`src/rtl/bf16_pkg.sv`:
```
// Shared BF16 constants, flag bit positions and the scheduler state type.
package bf16_pkg;

    localparam int unsigned BF16_W = 16;
    localparam int unsigned FLAG_W = 7;

    // Flag vector order: {zero, underflow, overflow, qNaN, sNaN, pos_inf, neg_inf}
    localparam int unsigned FLG_ZERO = 6;
    localparam int unsigned FLG_UNF  = 5;
    localparam int unsigned FLG_OVF  = 4;
    localparam int unsigned FLG_QNAN = 3;
    localparam int unsigned FLG_SNAN = 2;
    localparam int unsigned FLG_PINF = 1;
    localparam int unsigned FLG_NINF = 0;

    localparam logic [BF16_W-1:0] BF16_QNAN = 16'h7FC0;
    localparam logic [BF16_W-1:0] BF16_SNAN = 16'h7FA0;
    localparam logic [BF16_W-1:0] BF16_PINF = 16'h7F80;
    localparam logic [BF16_W-1:0] BF16_NINF = 16'hFF80;

    typedef enum logic [1:0] {
        StIdle,
        StWait,
        StResp
    } state_e;

endpackage

```
`src/rtl/rr_arbiter.sv`:
```
// Round-robin arbiter: combinational one-hot grant starting at the pointer,
// pointer moves just past the winner only when a grant is taken.
module rr_arbiter #(
    parameter int unsigned N    = 4,
    parameter int unsigned ID_W = $clog2(N)
) (
    input  logic            clk,
    input  logic            rst_n,
    input  logic [N-1:0]    req_valid_i,
    input  logic            advance_i,
    output logic [N-1:0]    grant_o,
    output logic [ID_W-1:0] grant_id_o
);

    logic [ID_W-1:0] ptr_q, ptr_d;

    // Scan from the pointer, wrapping modulo N, and take the first valid index.
    always_comb begin
        int unsigned idx;
        logic        found;
        grant_o    = '0;
        grant_id_o = '0;
        found      = 1'b0;
        for (int unsigned k = 0; k < N; k++) begin
            idx = (int'(ptr_q) + k) % N;
            if (!found && req_valid_i[idx]) begin
                found        = 1'b1;
                grant_o[idx] = 1'b1;
                grant_id_o   = ID_W'(idx);
            end
        end
    end

    // Next pointer is one past the winner, wrapping at N.
    always_comb begin
        ptr_d = ptr_q;
        if (advance_i) begin
            if (int'(grant_id_o) == N - 1) begin
                ptr_d = '0;
            end else begin
                ptr_d = grant_id_o + ID_W'(1);
            end
        end
    end

    // Pointer register.
    always_ff @(posedge clk or negedge rst_n) begin
        if (!rst_n) begin
            ptr_q <= '0;
        end else begin
            ptr_q <= ptr_d;
        end
    end

endmodule

```
`src/rtl/bf16_mul_arbiter.sv`:
```
// Shares one BF16 multiplier among N_REQ requesters: grant, hold operands for
// MUL_LAT cycles, register product and flags, return them on a valid/ready channel.
module bf16_mul_arbiter
    import bf16_pkg::*;
#(
    parameter int unsigned N_REQ   = 4,
    parameter int unsigned ID_W    = 2,
    parameter int unsigned MUL_LAT = 1
) (
    input  logic                    clk,
    input  logic                    rst_n,
    input  logic [N_REQ-1:0]        req_valid,
    output logic [N_REQ-1:0]        req_ready,
    input  logic [N_REQ*BF16_W-1:0] req_a,
    input  logic [N_REQ*BF16_W-1:0] req_b,
    output logic [BF16_W-1:0]       mul_a,
    output logic [BF16_W-1:0]       mul_b,
    input  logic [BF16_W-1:0]       mul_result,
    input  logic [FLAG_W-1:0]       mul_flags,
    output logic                    rsp_valid,
    input  logic                    rsp_ready,
    output logic [ID_W-1:0]         rsp_id,
    output logic [BF16_W-1:0]       rsp_result,
    output logic [FLAG_W-1:0]       rsp_flags,
    output logic [FLAG_W-1:0]       sticky_flags,
    input  logic                    sticky_clr,
    output logic                    busy
);

    localparam int unsigned CNT_W = 2;

    state_e              state_q, state_d;
    logic [CNT_W-1:0]    cnt_q, cnt_d;
    logic [BF16_W-1:0]   a_q, a_d, b_q, b_d, res_q, res_d;
    logic [ID_W-1:0]     id_q, id_d;
    logic [FLAG_W-1:0]   flg_q, flg_d, sticky_q, sticky_d;
    logic                vld_q, vld_d;
    logic [N_REQ-1:0]    grant;
    logic [ID_W-1:0]     grant_id;
    logic                granted;

    assign req_ready = (state_q == StIdle) ? grant : '0;
    assign granted   = |req_ready;

    rr_arbiter #(
        .N    (N_REQ),
        .ID_W (ID_W)
    ) u_rr_arbiter (
        .clk         (clk),
        .rst_n       (rst_n),
        .req_valid_i (req_valid),
        .advance_i   (granted),
        .grant_o     (grant),
        .grant_id_o  (grant_id)
    );

    // FSM next state, operand capture, countdown and response capture.
    always_comb begin
        state_d = state_q;
        cnt_d   = cnt_q;
        a_d     = a_q;
        b_d     = b_q;
        id_d    = id_q;
        res_d   = res_q;
        flg_d   = flg_q;
        vld_d   = vld_q;
        unique case (state_q)
            StIdle: begin
                if (granted) begin
                    a_d     = req_a[grant_id*BF16_W +: BF16_W];
                    b_d     = req_b[grant_id*BF16_W +: BF16_W];
                    id_d    = grant_id;
                    cnt_d   = CNT_W'(MUL_LAT - 1);
                    state_d = StWait;
                end
            end
            StWait: begin
                if (cnt_q == '0) begin
                    res_d   = mul_result;
                    flg_d   = mul_flags;
                    vld_d   = 1'b1;
                    state_d = StResp;
                end else begin
                    cnt_d = cnt_q - CNT_W'(1);
                end
            end
            StResp: begin
                if (rsp_ready) begin
                    vld_d   = 1'b0;
                    state_d = StIdle;
                end
            end
            default: state_d = StIdle;
        endcase
    end

    // Sticky accumulation; a clear beats a coincident handshake.
    always_comb begin
        sticky_d = sticky_q;
        if (sticky_clr) begin
            sticky_d = '0;
        end else if (vld_q && rsp_ready) begin
            sticky_d = sticky_q | flg_q;
        end
    end

    // All state registers; reset discards any in-flight operation.
    always_ff @(posedge clk or negedge rst_n) begin
        if (!rst_n) begin
            state_q  <= StIdle;
            cnt_q    <= '0;
            a_q      <= '0;
            b_q      <= '0;
            id_q     <= '0;
            res_q    <= '0;
            flg_q    <= '0;
            vld_q    <= 1'b0;
            sticky_q <= '0;
        end else begin
            state_q  <= state_d;
            cnt_q    <= cnt_d;
            a_q      <= a_d;
            b_q      <= b_d;
            id_q     <= id_d;
            res_q    <= res_d;
            flg_q    <= flg_d;
            vld_q    <= vld_d;
            sticky_q <= sticky_d;
        end
    end

    assign mul_a        = a_q;
    assign mul_b        = b_q;
    assign rsp_valid    = vld_q;
    assign rsp_id       = id_q;
    assign rsp_result   = res_q;
    assign rsp_flags    = flg_q;
    assign sticky_flags = sticky_q;
    assign busy         = (state_q != StIdle);

endmodule

```
`config.mk`:
```
export PLATFORM = sky130hd
export DESIGN_NAME = bf16_mul_arbiter
export DESIGN_NICKNAME = d
export VERILOG_FILES = /design/src/rtl/bf16_pkg.sv /design/src/rtl/rr_arbiter.sv /design/src/rtl/bf16_mul_arbiter.sv
export SDC_FILE = /design/constraint.sdc
export NUM_CORES = 1
export LEC_CHECK = 0
export ABC_AREA = 1
export CORE_UTILIZATION = 45
export DETAILED_ROUTE_END_ITERATION = 16
export PLACE_DENSITY = 0.87
export SETUP_SLACK_MARGIN = 0.5
export SYNTH_ARGS = -nofsm -noshare
export SYNTH_HDL_FRONTEND = slang
export SYNTH_SLANG_ARGS = --single-unit
```
`constraint.sdc`:
```
create_clock -name clk -period 5.5 [get_ports clk]
set_clock_uncertainty 0.05 [all_clocks]
set_input_delay 1.65 -clock clk [delete_from_list [all_inputs] [get_ports clk]]
set_output_delay 1.65 -clock clk [all_outputs]
set_load 0.02 [all_outputs]
```
==> reports/summary.json, run 1 <==
{
  "fp-row-count": {"value": 37},
  "clk_path_buf_depth": {"value": 2},
  "yosysWarningCount": {"value": 0},
  "drive_above_1_share": {"value": 8.520, "unit": "%"},
  "fin_worst_hold_slack": {"value": 434.7, "unit": "ps"},
  "area_of_the_core": {"value": 0.01037, "unit": "mm^2"},
  "hold_path_class": {"value": "flip-flop to flip-flop"},
  "critical_path_class": {"value": "primary input to output port"},
  "rsz0062_at_grt": {"value": "false"},
  "worst-endpoint-arrival": {"value": 3180, "unit": "ps"},
  "synth_cell_types": {"value": 26},
  "setup_total_negative_slack": {"value": 0, "unit": "ps"},
  "timing.fmax": {"value": 204.9, "unit": "MHz"},
  "n_antenna_cell": {"value": 0},
  "dpl.hpwl": {"value": 10020, "unit": "um"},
  "chipWidth": {"value": 105.6, "unit": "um"},
  "critical-path-top-cell-by-count": {"value": "sky130_fd_sc_hd__nand2_1"},
  "slew_headroom": {"value": 28.48, "unit": "%"},
  "design.final.nets": {"value": 1055},
  "drt-vias-per-instance": {"value": 4.966},
  "synth_chip_area": {"value": 0.004832, "unit": "mm^2"},
  "clk_latency": {"value": 340, "unit": "ps"},
  "startpoint_type": {"value": "primary input"},
  "clock_tree_cell_share_of_total_cell_area": {"value": 3.380, "unit": "%"},
  "status": {"value": "finished clean"},
  "timing_worst_slew_pin_value": {"value": 1070, "unit": "ps"},
  "die_area": {"value": 0.01116, "unit": "mm^2"},
  "grt_max_degree": {"value": 72},
  "synth.top_cells.by_count": {"value": "sky130_fd_sc_hd__nand2_1 (250), sky130_fd_sc_hd__nand3_1 (90), sky130_fd_sc_hd__inv_1 (89)"},
  "antenna_found_initial": {"value": 0},
  "final_min_period_over_clock_period": {"value": 88.75, "unit": "%"},
  "report.final.setup_viol": {"value": 0},
  "first_global_vias": {"value": 4804},
  "area_of_combinational_cells_with_multiple_inputs": {"value": 0.002524, "unit": "mm^2"},
  "ys_ff": {"value": 71},
  "io_buffers": {"value": 228},
  "detail-route-antenna-nets": {"value": 0},
  "path_max_fanout": {"value": 6},
  "power.ir.vdd_worst": {"value": 0.6132, "unit": "mV"},
  "n_all_inverters": {"value": 91},
  "rr_worst_depth": {"value": 15},
  "count_of_boundary_i_o_pins": {"value": 229},
  "fin_total_pwr": {"value": 5.487, "unit": "mW"},
  "synth.avg_cell_area": {"value": 7.191, "unit": "um^2"},
  "seq_area_share": {"value": 23.88, "unit": "%"},
  "path_buffers": {"value": 4},
  "htreeDepth": {"value": 3},
  "final-max-slew-violation-count": {"value": 0},
  "drtIter0Drc": {"value": 232},
  "area.sequential": {"value": 0.001777, "unit": "mm^2"},
  "hold_violations": {"value": 0},
  "synth.net_count": {"value": 840},
  "well_tap_count": {"value": 136},
  "numSequentialCells": {"value": 71},
  "drt_first_pass_iters": {"value": 4},
  "area_growth": {"value": 53.99, "unit": "%"},
  "pre_cts_slack": {"value": 86.12, "unit": "ps"},
  "largest_class": {"value": "combinational gates"},
  "remaining_drc_errors": {"value": 0},
  "combAreaFraction": {"value": 33.92, "unit": "%"},
  "multi_input_comb_cells": {"value": 473},
  "place.gp.congestion": {"value": 0.8698},
  "holdPathStages": {"value": 2},
  "stage_delay_of_the_slowest_cell_on_the_critical_path": {"value": 500, "unit": "ps"},
  "nonClkBufAreaFrac": {"value": 31.92, "unit": "%"},
  "yosys.cell_count.top_type": {"value": "sky130_fd_sc_hd__nand2_1"},
  "topCellsByArea": {"value": "sky130_fd_sc_hd__dfrtp_1 (37%), sky130_fd_sc_hd__nand2_1 (19%), sky130_fd_sc_hd__nand3b_1 (9.9%)"},
  "path_delay_family": {"value": "buffers and inverters"},
  "leakage_power_summed_over_all_cells": {"value": 3.723, "unit": "nW"},
  "synth_top_area_share": {"value": 36.77, "unit": "%"},
  "layout.non_clock_buffers": {"value": 241},
  "number_of_enable_type_register_cells_in_the_synthesized_netlist": {"value": 0},
  "final.clkbuf_count": {"value": 9},
  "grt_util_all_layers": {"value": 25.47, "unit": "%"},
  "post_synth_instance_area": {"value": 0.004832, "unit": "mm^2"},
  "synth-async-reset-ratio": {"value": 100.0, "unit": "%"},
  "worstSetupPathDepth": {"value": 11},
  "number_of_max_cap_violations": {"value": 0},
  "final_period_minus_worst_setup_slack": {"value": 4881, "unit": "ps"},
  "synth_area_leader_cell": {"value": "sky130_fd_sc_hd__dfrtp_1"},
  "crit_path_top_delay_cell": {"value": "sky130_fd_sc_hd__clkdlybuf4s50_1"},
  "layout.filler_cells": {"value": 825},
  "cts_made_buffers": {"value": 9},
  "stage_log_warnings": {"value": 33},
  "first_pass_grt_wire_length": {"value": 22670, "unit": "um"},
  "ys_cells": {"value": 672},
  "cts.clk_slew.worst_paths": {"value": 80, "unit": "ps"},
  "commonest_register_cell_after_synthesis": {"value": "sky130_fd_sc_hd__dfrtp_1"}
}
==> run 1: cells by family (layout without fill, tap and decap cells) <==
| kind of cell | after synthesis | count (layout) | share of synthesized area [%] |
|---|---|---|---|
| xor gates and xnor gates | 1 | 1 | 0.1813 |
| AOI/OAI and AO/OA | 20 | 20 | 2.512 |
| DFF | 71 | 71 | 36.77 |
| adders and majority gates | 9 | 9 | 2.330 |
| buffers and inverters | 129 | 348 | 12.01 |
| muxes | 23 | 23 | 5.360 |
| and+or+nand+nor | 419 | 420 | 40.83 |
==> run 1: layer usage <==
metal / share of wire, % / vias to the layer above / GRT usage, %
li1: - / 2535 / -
met1: 41 / 2328 / 29.84
met2: 49 / 208 / 44.78
met3: 7.2 / 34 / 5.442
met4: 3.4 / 0 / 11.21
met5: 0 / - / 0
==> run 1: state kept, by name (all words and copies together), names as in the netlist, named ones only <==
register            cells
rsp_flags               7
state_q                 2
rsp_id                  2
u_rr_arbiter.ptr_q      1
rsp_result             16
sticky_flags            7
mul_a                  16
rsp_valid               1
mul_b                  16
cnt_q                   2
==> run 1: worst paths after layout <==
path,from,endpoint,slack (ps)
worst max-delay path,req_valid[2],req_ready[3],620
worst min-delay path,mul_a[15],mul_a[15],430
worst max register to register,flip-flop,mul_b[0],2080
worst min register to register,mul_a[15],mul_a[15],430
max in group asynchronous,rst_n,mul_b[7],3440
min in group asynchronous,rst_n,rsp_result[8],1380
==> run 1: metrics by stage <==
stage | cells | instance area [um^2]
after detailed placement | 1007 | 7149
after floorplan | 672 | 4832
after global routing | 1028 | 7441
final | 1028 | 7441
after CTS | 1024 | 7416
after global placement | 1007 | 7149
==> run 1: power breakdown <==
| part | internal (mW) | switching (mW) | total (mW) |
|---|---|---|---|
| combinational | 1.53 | 2.47 | 4.00 |
| clock | 0.308 | 0.214 | 0.523 |
| sequential | 0.805 | 0.158 | 0.962 |
| total | 2.65 | 2.84 | 5.49 |
==> run 1: placed cells by master (no fill, tap or decap), types with 3 or more instances in the layout <==
master | Yosys | layout
sky130_fd_sc_hd__nand2_1 | 250 | 248
sky130_fd_sc_hd__nor2_4 | 1 | 4
sky130_fd_sc_hd__clkbuf_8 | 0 | 9
sky130_fd_sc_hd__mux2_2 | 23 | 23
sky130_fd_sc_hd__clkdlybuf4s50_1 | 0 | 221
sky130_fd_sc_hd__o21ai_0 | 5 | 5
sky130_fd_sc_hd__nor2_1 | 4 | 3
sky130_fd_sc_hd__buf_2 | 24 | 4
sky130_fd_sc_hd__inv_1 | 89 | 89
sky130_fd_sc_hd__nand3b_1 | 64 | 64
sky130_fd_sc_hd__a21oi_1 | 9 | 8
sky130_fd_sc_hd__dfrtp_1 | 71 | 71
sky130_fd_sc_hd__nand2_2 | 3 | 5
sky130_fd_sc_hd__buf_4 | 5 | 13
sky130_fd_sc_hd__nand3_2 | 2 | 3
sky130_fd_sc_hd__ha_1 | 9 | 9
sky130_fd_sc_hd__bufinv_16 | 0 | 3
sky130_fd_sc_hd__nand3_1 | 90 | 89
==> run 1: what timing repair did <==
item	4_1_cts	5_1_grt
buffers inserted	1	3
pin swaps	1	6
gates resized	13	12
hold buffers	0	0
setup endpoints to repair	4	4
cloned	0	1
Run 1, routing congestion:
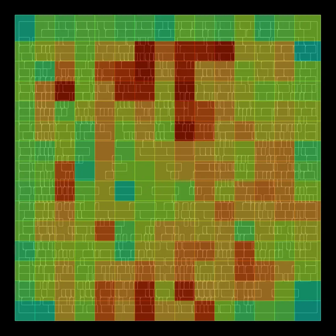
routed length per instance: 13.81 um
busiest layer in global routing: met2
final standard cell utilization of the core: 71.75%
met3 track utilization from global routing: 5.442%

Run 1, metal 1:
Bar = 20 um.
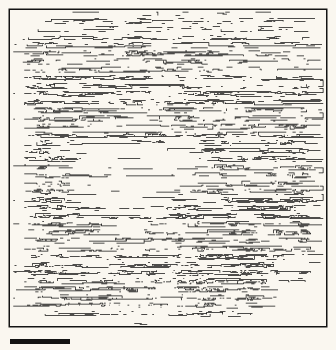
nets with wire on the layer	907
share of all routed wire	41%
longest straight run	28.1 um
main direction	horizontal
wire length on this layer	5790 um
met1 layer usage reported by global route: 29.84%
total length of routed wires: 14190 um
count of vias placed by the detailed router: 5105

Run 1, signal wires on met4:
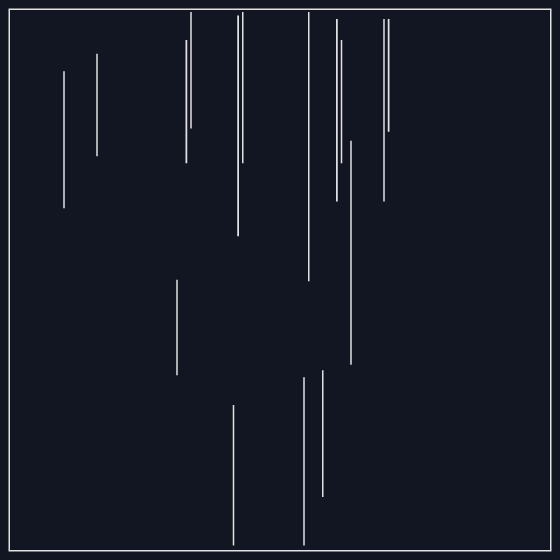
wire length on this layer	479 um
main direction	vertical
nets with wire on the layer	15

Run 1, met3 routing:
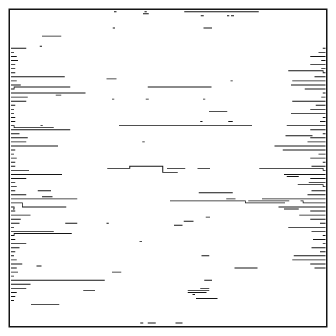

==> run 1 -> run 2 <==
CAP_MARGIN = 10   (was unset)
TNS_END_PERCENT = 1   (was unset)
Run 2, met3 routing:
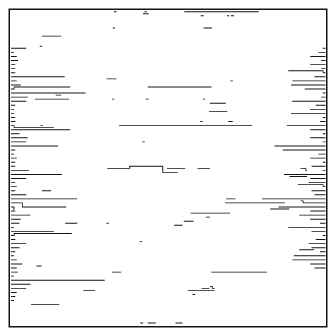
share of all routed wire	6.9%
nets with wire on the layer	150
total length of routed wires: 14210 um
count of vias placed by the detailed router: 5116

Run 2, metal 1:
Bar = 20 um.
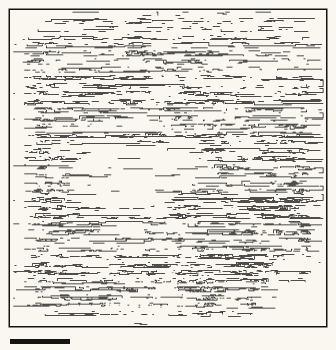
share of all routed wire	41%
longest straight run	28.1 um
main direction	horizontal
wire length on this layer	5820 um

==> run 2 against run 1 <==
Clock power is essentially flat. Largest power group unchanged. Critical path depth is the same. Hold slack gained 1.9 ps. Sequential share of layout area is essentially flat. Area after synthesis is the same. Sequential power is essentially flat. Die area is the same. First-iteration DRC count grew 14%.
==> reports/summary.json, run 2 <==
{
  "status": {"value": "finished clean"},
  "power_switching": {"value": 2.836, "unit": "mW", "change": "-0.17%"},
  "post_synth_instance_area": {"value": 0.004832, "unit": "mm^2", "change": "unchanged"},
  "synth.top_cells.by_count": {"value": "sky130_fd_sc_hd__nand2_1 (250), sky130_fd_sc_hd__nand3_1 (90), sky130_fd_sc_hd__inv_1 (89)"},
  "area_growth": {"value": 53.81, "unit": "%"},
  "grt_util_all_layers": {"value": 25.46, "unit": "%", "change": "about the same"},
  "ys_cells": {"value": 672, "change": "unchanged"},
  "grt_max_degree": {"value": 72, "change": "unchanged"},
  "htreeDepth": {"value": 3, "change": "unchanged"},
  "swShare": {"value": 51.78, "unit": "%", "change": "about the same"},
  "drtIter0Drc": {"value": 265, "change": "+14%"},
  "final_period_minus_worst_setup_slack": {"value": 4885, "unit": "ps", "change": "+3.676 ps"},
  "clk_latency": {"value": 340, "unit": "ps", "change": "about the same"},
  "ys_ff": {"value": 71, "change": "unchanged"},
  "first_pass_grt_wire_length": {"value": 22650, "unit": "um", "change": "about the same"},
  "hold_violations": {"value": 0, "change": "unchanged"},
  "worst-endpoint-arrival": {"value": 3180, "unit": "ps", "change": "about the same"},
  "synth_chip_area": {"value": 0.004832, "unit": "mm^2", "change": "unchanged"},
  "remaining_drc_errors": {"value": 0, "change": "unchanged"},
  "stage_delay_of_the_slowest_cell_on_the_critical_path": {"value": 450, "unit": "ps", "change": "-50 ps"},
  "fp-row-count": {"value": 37, "change": "unchanged"},
  "yosysWarningCount": {"value": 0, "change": "unchanged"},
  "count_of_boundary_i_o_pins": {"value": 229, "change": "unchanged"},
  "chipWidth": {"value": 105.6, "unit": "um", "change": "unchanged"},
  "most_frequent_cells_in_the_layout": {"value": "sky130_fd_sc_hd__nand2_1 (248), sky130_fd_sc_hd__clkdlybuf4s50_1 (221), sky130_fd_sc_hd__inv_1 (89), sky130_fd_sc_hd__nand3_1 (89), sky130_fd_sc_hd__dfrtp_1 (71)"},
  "drt_first_pass_iters": {"value": 4, "change": "unchanged"},
  "number_of_max_cap_violations": {"value": 0, "change": "unchanged"},
  "slew_headroom": {"value": 28.52, "unit": "%", "change": "+0.043 points"},
  "first_global_vias": {"value": 4801, "change": "-0.062%"},
  "commonest_register_cell_after_synthesis": {"value": "sky130_fd_sc_hd__dfrtp_1"},
  "clock_power_share": {"value": 9.5, "unit": "%", "change": "about the same"},
  "synth.avg_cell_area": {"value": 7.191, "unit": "um^2", "change": "unchanged"},
  "pwr-share-seq": {"value": 17.6, "unit": "%", "change": "about the same"},
  "startpoint_type": {"value": "primary input"},
  "power.combinational.fraction": {"value": 72.9, "unit": "%", "change": "about the same"},
  "holdPathStages": {"value": 2, "change": "unchanged"},
  "drt-vias-per-instance": {"value": 4.977, "change": "+0.22%"},
  "mostFrequentLayoutCell": {"value": "sky130_fd_sc_hd__nand2_1"},
  "postLayoutCoreUtil": {"value": 71.67, "unit": "%", "change": "-0.084 points"},
  "pre_cts_slack": {"value": 86.12, "unit": "ps", "change": "unchanged"},
  "timing_worst_slew_pin_value": {"value": 1070, "unit": "ps", "change": "-0.6377 ps"},
  "report.final.setup_viol": {"value": 0, "change": "unchanged"}
}
## run 2: cells by family after synthesis
logic type | after synthesis | share of synthesized area (%)
compound gates | 20 | 2.512
xor+xnor | 1 | 0.1813
fa+ha+maj | 9 | 2.330
buf+inv | 129 | 12.01
flops | 71 | 36.77
mux | 23 | 5.360
simple gates | 419 | 40.83
## run 2: how the worst max path moves through the flow
stage,startpoint,cells after the start,to,slack (ps)
2_1_floorplan,req_valid[3],10,req_ready[1],1230
3_3_place_gp,req_valid[1],11,req_ready[3],70
3_5_place_dp,req_valid[1],11,req_ready[3],90
4_1_cts,req_valid[2],11,req_ready[2],470
5_1_grt,req_valid[0],11,req_ready[0],460
6_report,req_valid[0],11,req_ready[0],620
## run 2: routing by layer
layer | part of all wire [%] | vias up | track usage [%]
met5 | 0 | - | 0
met4 | 3.4 | 0 | 11.21
met3 | 6.8 | 34 | 5.442
met2 | 49 | 202 | 44.74
met1 | 41 | 2344 | 29.84
li1 | - | 2536 | -
## run 2: what timing repair did
action                     4_1_cts  5_1_grt
cloned                           0        1
resized                         10        9
setup buffers                    1        3
setup endpoints to repair        4        4
pin swaps                        1        5
hold buffers                     0        0
## run 2: power groups by stage
stage                     clock network [mW]  registers (mW)  logic, mW
final                                  0.523           0.962       3.99
after global routing                   0.555           0.993       4.44
after CTS                              0.535           0.962       3.98
after detailed placement                   0           0.969       3.96
after global placement                     0           0.959       3.90
after floorplan                            0            1.22       2.57
## run 2: stage by stage
| step | instances | cell area (um^2) |
|---|---|---|
| 2_1_floorplan | 672 | 4832 |
| 3_5_place_dp | 1007 | 7149 |
| 3_3_place_gp | 1007 | 7149 |
| 4_1_cts | 1024 | 7412 |
| 5_1_grt | 1028 | 7432 |
| 6_report | 1028 | 7432 |
## run 2: worst reg2reg max path, cell delays in order (launching register included)
cell and delay, ps:
sky130_fd_sc_hd__dfrtp_1 710, sky130_fd_sc_hd__inv_4 170, sky130_fd_sc_hd__ha_1 390, sky130_fd_sc_hd__inv_1 120
sky130_fd_sc_hd__nand3_1 120, sky130_fd_sc_hd__nand2_2 90, sky130_fd_sc_hd__nor2_2 170, sky130_fd_sc_hd__buf_4 140
sky130_fd_sc_hd__buf_4 120, sky130_fd_sc_hd__nand2_4 70, sky130_fd_sc_hd__o21ai_4 380, sky130_fd_sc_hd__inv_2 400
sky130_fd_sc_hd__nand3_1 160, sky130_fd_sc_hd__nand2_1 70, sky130_fd_sc_hd__nand2_1 100, sky130_fd_sc_hd__nand2_1 70
## run 2: cell type report
class                   count  area (um^2)  area share [%]
repair buffers            241         2375           31.95
multi-input cells         473         2515           33.84
clock buffers               9        123.9           1.667
inverters                  91        344.1           4.630
well taps                 136        170.2           2.290
flip-flops and latches     71         1777           23.91
clock inverters             7        127.6           1.717
Run 2, M2 wires:
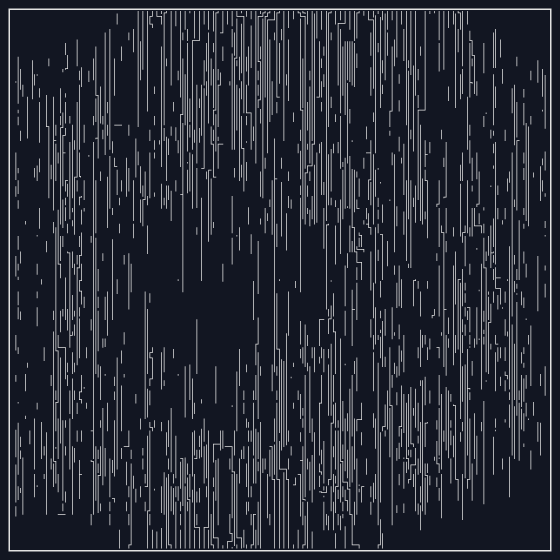

==> run 2 -> run 3 <==
CELL_PAD_IN_SITES_DETAIL_PLACEMENT = 1   (was unset)
CELL_PAD_IN_SITES_GLOBAL_PLACEMENT = 1   (was unset)
CORE_UTILIZATION = 31   (was 45)
PLACE_DENSITY = unset   (was 0.87)
PLACE_DENSITY_LB_ADDON = 0.1   (was unset)
Run 3, M2 wires:
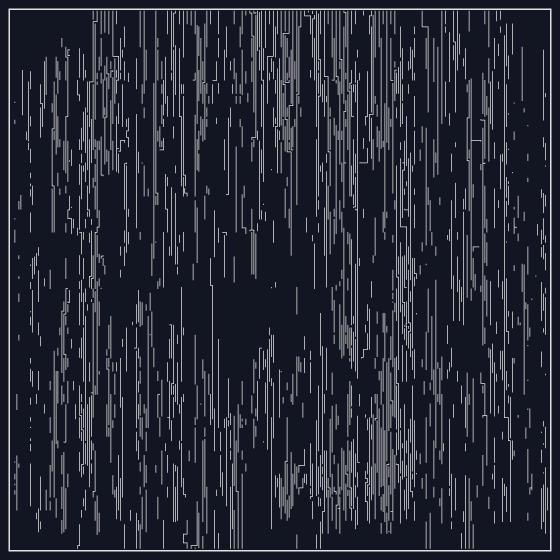
longest straight run	89.8 um
wire length on this layer	8480 um
main direction	vertical
nets with wire on the layer	897
share of all routed wire	49%
GR Util met2: 39.11%
total length of routed wires: 17210 um
count of vias placed by the detailed router: 5220

==> run 3 against run 2 <==
Total power rose by 3.8%. Sequential share of layout area fell by 0.50 points. Clock-buffer cell count did not move. Register-to-register slack got worse by 100 ps. Critical endpoint unchanged. Clock power rose by 15%.
==> reports/summary.json, run 3 <==
{
  "path_buffers": {"value": 4},
  "initCoreUtil": {"value": 31.79, "unit": "%"},
  "htreeDepth": {"value": 3, "change": "unchanged"},
  "area_of_the_core": {"value": 0.01520, "unit": "mm^2"},
  "stage_delay_of_the_slowest_cell_on_the_critical_path": {"value": 450, "unit": "ps", "change": "about the same"},
  "post-route-cell-area": {"value": 0.007590, "unit": "mm^2", "change": "+2.1%"},
  "slew_headroom": {"value": 30.90, "unit": "%", "change": "+2.4 points"},
  "synth.top_cells.by_count": {"value": "sky130_fd_sc_hd__nand2_1 (250), sky130_fd_sc_hd__nand3_1 (90), sky130_fd_sc_hd__inv_1 (89)"},
  "clk_latency": {"value": 340, "unit": "ps", "change": "about the same"},
  "critical_path_class": {"value": "primary input to output port"},
  "startpoint_type": {"value": "primary input"},
  "post_synth_instance_area": {"value": 0.004832, "unit": "mm^2", "change": "unchanged"},
  "yosys.area_share.xor_xnor": {"value": 0.1813, "unit": "%", "change": "unchanged"},
  "pre_cts_slack": {"value": 32.35, "unit": "ps", "change": "-53.77 ps"},
  "layout.filler_cells": {"value": 1900},
  "antenna_found_initial": {"value": 0},
  "report.final.setup_viol": {"value": 0, "change": "unchanged"},
  "synth_top_area_share": {"value": 36.77, "unit": "%"},
  "drtIter0Drc": {"value": 163, "change": "-38%"},
  "synth-async-reset-ratio": {"value": 100.0, "unit": "%"},
  "synth_chip_area": {"value": 0.004832, "unit": "mm^2", "change": "unchanged"},
  "ys_sh_mux": {"value": 5.360, "unit": "%", "change": "unchanged"},
  "remaining_drc_errors": {"value": 0, "change": "unchanged"},
  "synth_area_leader_cell": {"value": "sky130_fd_sc_hd__dfrtp_1"},
  "chipWidth": {"value": 126.9, "unit": "um", "change": "+20%"},
  "drive_above_1_share": {"value": 9.336, "unit": "%"},
  "worst-r2r-setup-slack": {"value": 1950, "unit": "ps"},
  "yosys.area_share.adder": {"value": 2.330, "unit": "%", "change": "unchanged"},
  "dpl-instance-area": {"value": 0.007207, "unit": "mm^2", "change": "+0.80%"},
  "first_pass_grt_wire_length": {"value": 27610, "unit": "um", "change": "+22%"},
  "timing_worst_slew_pin_value": {"value": 1034, "unit": "ps", "change": "-35.56 ps"},
  "detail_route.wl_per_cell": {"value": 15.96, "unit": "um"},
  "power_per_cell_area": {"value": 749.1, "unit": "mW/mm^2"},
  "final_period_minus_worst_setup_slack": {"value": 4930, "unit": "ps", "change": "+45.55 ps"},
  "first_global_vias": {"value": 5562, "change": "+16%"},
  "grt_max_degree": {"value": 72, "change": "unchanged"},
  "area_growth": {"value": 57.07, "unit": "%"},
  "synthTopLogicFamily": {"value": "simple AND/OR/NAND/NOR gates"},
  "mostFrequentLayoutCell": {"value": "sky130_fd_sc_hd__nand2_1"},
  "most_frequent_cells_in_the_layout": {"value": "sky130_fd_sc_hd__nand2_1 (248), sky130_fd_sc_hd__clkdlybuf4s50_1 (221), sky130_fd_sc_hd__inv_1 (88)"},
  "synth.avg_cell_area": {"value": 7.191, "unit": "um^2", "change": "unchanged"},
  "yosys.cell_count.top_type": {"value": "sky130_fd_sc_hd__nand2_1"},
  "worst-endpoint-arrival": {"value": 3230, "unit": "ps", "change": "+50 ps"},
  "critPathLaunch": {"value": "req_valid[2]"},
  "path_delay_family": {"value": "simple AND/OR/NAND/NOR gates"},
  "ys_ff": {"value": 71, "change": "unchanged"},
  "path_max_fanout": {"value": 6},
  "topCellsByArea": {"value": "sky130_fd_sc_hd__dfrtp_1 (37%), sky130_fd_sc_hd__nand2_1 (19%), sky130_fd_sc_hd__nand3b_1 (9.9%)"},
  "cts_hold_repair.buffers": {"value": 0, "change": "unchanged"},
  "post_synth_and_or_nand_nor_area_fraction": {"value": 40.83, "unit": "%", "change": "unchanged"},
  "synth_compound_gate_area_share": {"value": 2.512, "unit": "%", "change": "unchanged"},
  "number_of_max_cap_violations": {"value": 0, "change": "unchanged"},
  "numPlacedInstances": {"value": 1058, "change": "+5.1%"},
  "count_of_boundary_i_o_pins": {"value": 229, "change": "unchanged"},
  "drt_first_pass_iters": {"value": 4, "change": "unchanged"},
  "synth.net_count": {"value": 840},
  "die_h": {"value": 126.9, "unit": "um"},
  "dpl.hpwl": {"value": 12530, "unit": "um"},
  "hold_violations": {"value": 0, "change": "unchanged"},
  "cts.clk_slew.worst_paths": {"value": 60, "unit": "ps"},
  "leakage_power_summed_over_all_cells": {"value": 3.750, "unit": "nW"},
  "finalNonFillerCells": {"value": 1078, "change": "+4.9%"},
  "commonest_register_cell_after_synthesis": {"value": "sky130_fd_sc_hd__dfrtp_1"},
  "ys_cells": {"value": 672, "change": "unchanged"},
  "drt-vias-per-instance": {"value": 4.842, "change": "-2.7%"},
  "grt.busiest_layer": {"value": "met2"},
  "detail-route-antenna-nets": {"value": 0},
  "final-max-slew-violation-count": {"value": 0},
  "fp-row-count": {"value": 45, "change": "+22%"},
  "status": {"value": "finished clean"},
  "yosysWarningCount": {"value": 0, "change": "unchanged"}
}
Run 3, routing congestion:
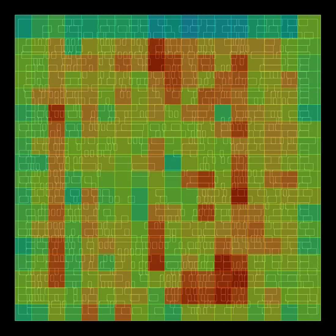
overall routing resource usage: 21.67%
met3 track utilization from global routing: 6.116%
met1 layer usage reported by global route: 24.42%
final standard cell utilization of the core: 49.93%

==> run 3: netlist changes by cell type in the layout (fill, tap and decap cells not counted), sizes merged <==
cell / delta
clkinv: +1
clkbuf: -3
bufinv: -2
clkinvlp: +1
diode: +1
==> run 3: logic make-up (layout without fill, tap and decap cells) <==
| kind of cell | after synthesis | after routing |
|---|---|---|
| compound gates | 20 | 20 |
| xor+xnor | 1 | 1 |
| fa+ha+maj | 9 | 9 |
| buf+inv | 129 | 345 |
| flops | 71 | 71 |
| mux | 23 | 23 |
| other cells | 0 | 1 |
| simple gates | 419 | 420 |
==> run 3: final timing paths <==
| path | end | cells past startpoint |
|---|---|---|
| max in group asynchronous | mul_b[0] | 1 |
| worst min register to register | mul_a[15] | 2 |
| worst max register to register | mul_b[4] | 17 |
| worst max-delay path | req_ready[0] | 11 |
| worst min-delay path | mul_a[15] | 2 |
| min in group asynchronous | rsp_result[9] | 1 |
==> run 3: layout make-up <==
| class | instances | area [um^2] | share of cell area (%) |
|---|---|---|---|
| Multi-Input combinational cell | 473 | 2566 | 33.81 |
| Sequential cell | 71 | 1777 | 23.41 |
| Clock inverter | 7 | 80.08 | 1.055 |
| Antenna cell | 1 | 2.502 | 0.03297 |
| Tap cell | 188 | 235.2 | 3.099 |
| Inverter | 91 | 344.1 | 4.533 |
| Clock buffer | 9 | 225.2 | 2.967 |
| Timing Repair Buffer | 238 | 2360 | 31.09 |
==> run 3: routing by layer <==
layer  up-vias  share of wire (%)  wire length (um)
met5         -                  0                 0
met2       178                 49              8482
li1       2524                  -                 -
met3        21                7.1              1224
met1      2497                 42              7203
met4         0                1.7               298
==> run 3: timing repair <==
item,in CTS,in global routing
gates cloned,1,0
pin swaps,2,6
gates resized,18,20
hold endpoints to repair,0,0
setup endpoints to repair,4,4
setup buffers,0,2
==> run 3: tightest hold or removal path: stages, from the launching register on <==
cell and delay (ps):
sky130_fd_sc_hd__dfrtp_1 340, sky130_fd_sc_hd__nand2_1 50, sky130_fd_sc_hd__nand2_1 50
==> run 3: power by group <==
part	switching (mW)	leakage, nW	internal [mW]
Combinational	2.58	2.73	1.53
Clock	0.244	0.148	0.357
Sequential	0.162	0.869	0.806
Total	2.99	3.75	2.70
Power and IR drop assume default switching activity.
